===== config.mk =====
export PLATFORM = sky130hd
export DESIGN_NAME = pipeline_ctrl
export DESIGN_NICKNAME = d
export VERILOG_FILES = /design/src/rtl/pipeline_ctrl.sv
export SDC_FILE = /design/constraint.sdc
export NUM_CORES = 1
export LEC_CHECK = 0
export CORE_MARGIN = 10
export CORE_UTILIZATION = 40
export DETAILED_ROUTE_END_ITERATION = 10
export PLACE_DENSITY = 0.77
export SYNTH_ARGS = -nofsm -noshare
export SYNTH_HDL_FRONTEND = slang
export SYNTH_SLANG_ARGS = --single-unit

===== constraint.sdc =====
create_clock -name clk -period 2.75 [get_ports clk]
set_input_delay 0.825 -clock clk [delete_from_list [all_inputs] [get_ports clk]]
set_output_delay 0.825 -clock clk [all_outputs]
set_load 0.05 [all_outputs]

===== src/rtl/pipeline_ctrl.sv =====
// Hazard and stall controller for a 5-stage in-order pipeline: load-use interlock,
// branch flush, data-memory wait/timeout FSM, operand forwarding and perf counters.
module pipeline_ctrl #(
    parameter int TIMEOUT = 255
) (
    input  logic        clk,
    input  logic        reset_n,
    input  logic [4:0]  rs1_d,
    input  logic [4:0]  rs2_d,
    input  logic [4:0]  rs1_x,
    input  logic [4:0]  rs2_x,
    input  logic [4:0]  rd_x,
    input  logic        memread_x,
    input  logic [4:0]  rd_m,
    input  logic        regwrite_m,
    input  logic [4:0]  rd_w,
    input  logic        regwrite_w,
    input  logic        redirect_x,
    input  logic        dmem_req_m,
    input  logic        dmem_ready,
    output logic        stall_f,
    output logic        stall_d,
    output logic        stall_x,
    output logic        stall_m,
    output logic        kill_dx,
    output logic        kill_x,
    output logic        kill_w,
    output logic [1:0]  fwd_a,
    output logic [1:0]  fwd_b,
    output logic        fault,
    output logic [15:0] stall_cycles,
    output logic [15:0] flush_count,
    output logic [1:0]  state_dbg,
    output logic [7:0]  wait_cnt_dbg
);

    typedef enum logic [1:0] {
        RUN      = 2'd0,
        MEM_WAIT = 2'd1,
        FAULT    = 2'd2
    } state_t;

    localparam logic [7:0] TIMEOUT_C = 8'(TIMEOUT);

    state_t     state, state_nxt;
    logic [7:0] wait_cnt, wait_cnt_nxt;
    logic       fault_nxt;
    logic       load_use;
    logic       freeze;

    // Data memory handshake: dmem_req_m is the M-stage valid, dmem_ready the
    // memory's ready; an access completes in the cycle both are high, and the
    // request is held stable (pipeline frozen) until that cycle.
    always_ff @(posedge clk) begin
        if (!reset_n) begin
            state    <= RUN;
            wait_cnt <= 8'd0;
            fault    <= 1'b0;
        end else begin
            state    <= state_nxt;
            wait_cnt <= wait_cnt_nxt;
            fault    <= fault_nxt;
        end
    end

    always_comb begin
        state_nxt    = state;
        wait_cnt_nxt = wait_cnt;
        fault_nxt    = fault;
        case (state)
            RUN: begin
                if (dmem_req_m && !dmem_ready) begin
                    state_nxt    = MEM_WAIT;
                    wait_cnt_nxt = 8'd1;
                end
            end
            MEM_WAIT: begin
                if (dmem_ready) begin
                    state_nxt    = RUN;
                    wait_cnt_nxt = 8'd0;
                end else if (wait_cnt < TIMEOUT_C) begin
                    wait_cnt_nxt = wait_cnt + 8'd1;
                end else begin
                    state_nxt = FAULT;
                    fault_nxt = 1'b1;
                end
            end
            FAULT: begin
                state_nxt = FAULT;
            end
            default: begin
                state_nxt    = RUN;
                wait_cnt_nxt = 8'd0;
            end
        endcase
    end

    assign load_use = memread_x && (rd_x != 5'd0) && ((rd_x == rs1_d) || (rd_x == rs2_d));

    // Freeze drops in the same cycle dmem_ready arrives, so the stall length
    // equals the number of not-ready cycles.
    assign freeze = (state == RUN && dmem_req_m && !dmem_ready)
                 || (state == MEM_WAIT && !dmem_ready)
                 || (state == FAULT);

    always_comb begin
        stall_f = 1'b0;
        stall_d = 1'b0;
        stall_x = 1'b0;
        stall_m = 1'b0;
        kill_dx = 1'b0;
        kill_x  = 1'b0;
        kill_w  = 1'b0;
        if (!reset_n) begin
            // all stall/kill held low during reset
        end else if (freeze) begin
            stall_f = 1'b1;
            stall_d = 1'b1;
            stall_x = 1'b1;
            stall_m = 1'b1;
            kill_w  = 1'b1;
        end else if (redirect_x) begin
            kill_dx = 1'b1;
            kill_x  = 1'b1;
        end else if (load_use) begin
            stall_f = 1'b1;
            stall_d = 1'b1;
            kill_x  = 1'b1;
        end
    end

    always_comb begin
        fwd_a = 2'b00;
        if (regwrite_m && rd_m != 5'd0 && rd_m == rs1_x) begin
            fwd_a = 2'b01;
        end else if (regwrite_w && rd_w != 5'd0 && rd_w == rs1_x) begin
            fwd_a = 2'b10;
        end
    end

    always_comb begin
        fwd_b = 2'b00;
        if (regwrite_m && rd_m != 5'd0 && rd_m == rs2_x) begin
            fwd_b = 2'b01;
        end else if (regwrite_w && rd_w != 5'd0 && rd_w == rs2_x) begin
            fwd_b = 2'b10;
        end
    end

    always_ff @(posedge clk) begin
        if (!reset_n) begin
            stall_cycles <= 16'd0;
            flush_count  <= 16'd0;
        end else begin
            if (stall_f && stall_cycles != 16'hFFFF) begin
                stall_cycles <= stall_cycles + 16'd1;
            end
            if (kill_dx && flush_count != 16'hFFFF) begin
                flush_count <= flush_count + 16'd1;
            end
        end
    end

    assign state_dbg    = state;
    assign wait_cnt_dbg = wait_cnt;

endmodule


Met1 routing:
Supply wires on this layer in gray.
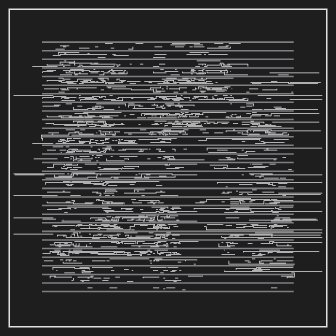
The layer holds 43% of the routed length. 450 nets have wire on it. The wires run mostly horizontal. The longest straight run is 37.3 um. The layer carries 3770 um of wire.

The metal 2 layer:
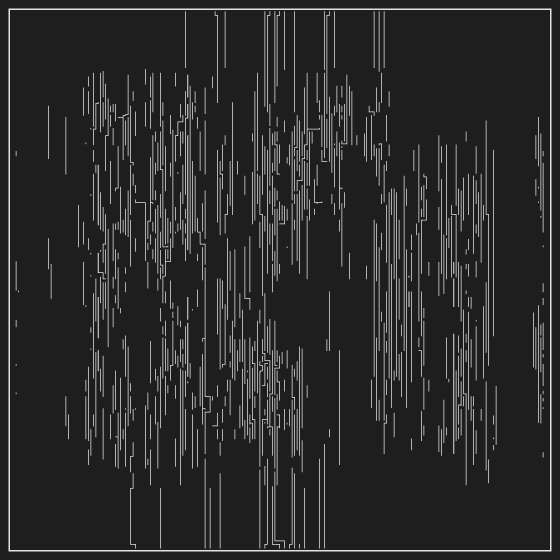
455 nets have wire on it. The layer carries 4210 um of wire. The wires run mostly vertical. The longest straight run is 34.3 um.
total via count in the routed design: 2861
met2 Track Usage GR: 0.289
final routed wirelength across all metal layers: 8.77 mm

Metal 3:
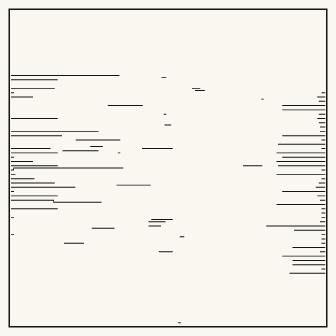
The layer holds 7.9% of the routed length. 82 nets have wire on it. The layer carries 693 um of wire.

Clock wiring as the flow saved it:
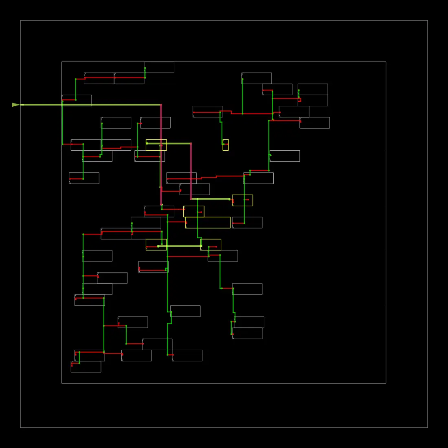
number of clock sinks seen by CTS: 43
Clk. pwr: 0.480 mW
final-layout clock buffer total: 6
Worst-Skew Late Latency: 290 ps
Post-Route Skew: 7.81 ps

Wiring heat map:
Bar = 20 um. 20 x 20 tiles, from dark purple (low) to yellow (high), scaled to the fullest tile. Values are wire area over tile area, all layers added.
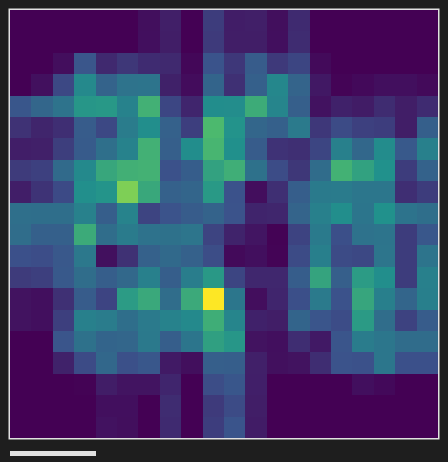
The emptiest ninth of the die: north-east. The mean over all tiles is 0.14. The fullest tile reaches 0.63. 8.3% of the tiles are over half the peak. 20% of the tiles are nearly empty.

==> CHANGELOG.md <==
## Flow update

- Sequential cell power: 0.639 mW
- Tightest hold margin: 463 ps
- Leakage power summed over all cells: 1.64 nW
- Maximum achievable frequency: 335 MHz
- Switching power summed over all nets: 0.410 mW
- Floorplan row count: 29
- Mux share of post-synthesis cell area: 0.0201
- Total tool warning count: 29
- Max Fanout on Critical Path: 2
- Post-layout instance count excluding filler cells: 528
- Yosys chip area: 2550 um2
- Async SR Flop Fraction: 0
- Final critical-path required period: 2980 ps
- Crit path cell chain: buf_6 > or4_4 > o21ai_4 > nor4_4 > nor4_4 > buf_12
- Most common cell after layout, fill and taps aside: sky130_fd_sc_hd__buf_4
- Slew at the pin closest to its max-slew limit: 691 ps
- Grt total ovfl: 0
- Startpoint of the most critical hold path: fault$_SDFFE_PN0P_
- Final cycle utilization of the critical path: 1.08
- Post-synthesis instance area: 2550 um2
- GRT met3 Usage: 0.0584
- Hold buffer count at cts: 0
- Logic Gate Count: 241
- FA/HA/MAJ Cells, Area Fraction: 0.0147
- Clock network area share: 0.0236
- Highest layer used for signal routing: met4
- Area grow syn2layout: 70.1%
- Critical path type: in -> out
- Worst R2R Start: stall_cycles[0]$_SDFFE_PN0P_
- Final design utilization: 0.692
- Leading cell kind: multi-input combinational cells
- Via count normalized by instance count: 5.42
- Count of fill cells added during filler insertion: 514
- Floorplan net count: 350
- Run status: finished, violations left
- Synth Area in XOR/XNOR: 0.147
- Total length of routed met2 wires: 4.21 mm
- Post-synth tally of flip-flops with integrated enable: 0
- Headroom to the max-slew limit: 0.536
- Sequential cell area fraction in the yosys report: 0.337
- Routability Congestion: 0.858
- Global-route total usage across every layer: 0.169
- Crit Reg-Reg Endpoint: stall_cycles[1]$_SDFFE_PN0P_
- Clock slew at reported path FFs: 90 ps
- Hold-critical path depth: 2
- Tap cells: 77
- Hold crit path type: reg -> reg
- Data arrival time of the worst path: 2160 ps
- Worst slack at placement: -741 ps
- Power drawn by the combinational cells: 0.370 mW
- Worst-case reg-to-reg path depth: 8
- Family with the most delay on the worst path: simple AND/OR/NAND/NOR gates
- Setup violation total in the final timing report: 7
- Share of synthesized cell area in and-or and or-and compound cells: 0.176
- Peak supply drop: 0.321 mV
- DR WL met3: 692 um
- Failing checks: setup timing
- Fraction of layout cells with a size suffix above 1: 0.290
- Largest net degree at the start of global routing: 15
- Storage element area: 861 um2
- Post-cts gate resize count: 99
- Capturing element type of the critical path: output pin
- I/O pins: 97
- Final Worst Setup Slack: -233 ps
- Met1 Wirelength: 3.77 mm
- Post-route DRC violation count: 0
- Placeable core region: 6280 um2
- Die span in y: 99.9 um
- Main flop type after synthesis: sky130_fd_sc_hd__dfxtp_1
-- cell usage after synthesis, types with 4 or more instances --
library cell / instances / area [um2]
sky130_fd_sc_hd__a21oi_1: 17 / 85.1
sky130_fd_sc_hd__clkbuf_1: 5 / 18.8
sky130_fd_sc_hd__o31ai_1: 9 / 67.6
sky130_fd_sc_hd__xor2_1: 19 / 166
sky130_fd_sc_hd__o21ai_1: 15 / 75.1
sky130_fd_sc_hd__nand3_1: 23 / 115
sky130_fd_sc_hd__or4_1: 7 / 52.6
sky130_fd_sc_hd__inv_1: 9 / 33.8
sky130_fd_sc_hd__o211ai_1: 6 / 45.0
sky130_fd_sc_hd__dfxtp_1: 43 / 861
sky130_fd_sc_hd__mux2i_1: 4 / 40.0
sky130_fd_sc_hd__nor4_1: 5 / 31.3
sky130_fd_sc_hd__nand2_1: 21 / 78.8
sky130_fd_sc_hd__and2_1: 4 / 25.0
sky130_fd_sc_hd__nand4_1: 8 / 50.1
sky130_fd_sc_hd__xnor2_1: 24 / 210
sky130_fd_sc_hd__nor3b_1: 4 / 30.0
sky130_fd_sc_hd__nand2b_1: 6 / 37.5
sky130_fd_sc_hd__or3_1: 9 / 56.3
sky130_fd_sc_hd__nor2_1: 24 / 90.1
-- state kept, by name, indices dropped and copies added (netlist names) --
register,flops
flush_count,16
stall_cycles,16
wait_cnt_dbg,8
state_dbg,2
fault,1
-- worst max-delay path by stage --
stage	slack, ps	cells past startpoint	from	to
after CTS	-340	6	rd_m[4]	fwd_a[1]
after global routing	-280	6	rd_m[2]	fwd_a[1]
final	-230	6	rd_m[1]	fwd_a[1]
after global placement	-710	6	rd_w[4]	fwd_a[1]
after detailed placement	-740	6	rd_w[4]	fwd_a[1]
after floorplan	-340	4	rd_m[1]	fwd_a[1]
Power figures rest on the tool's default switching activity, not on a simulated workload.
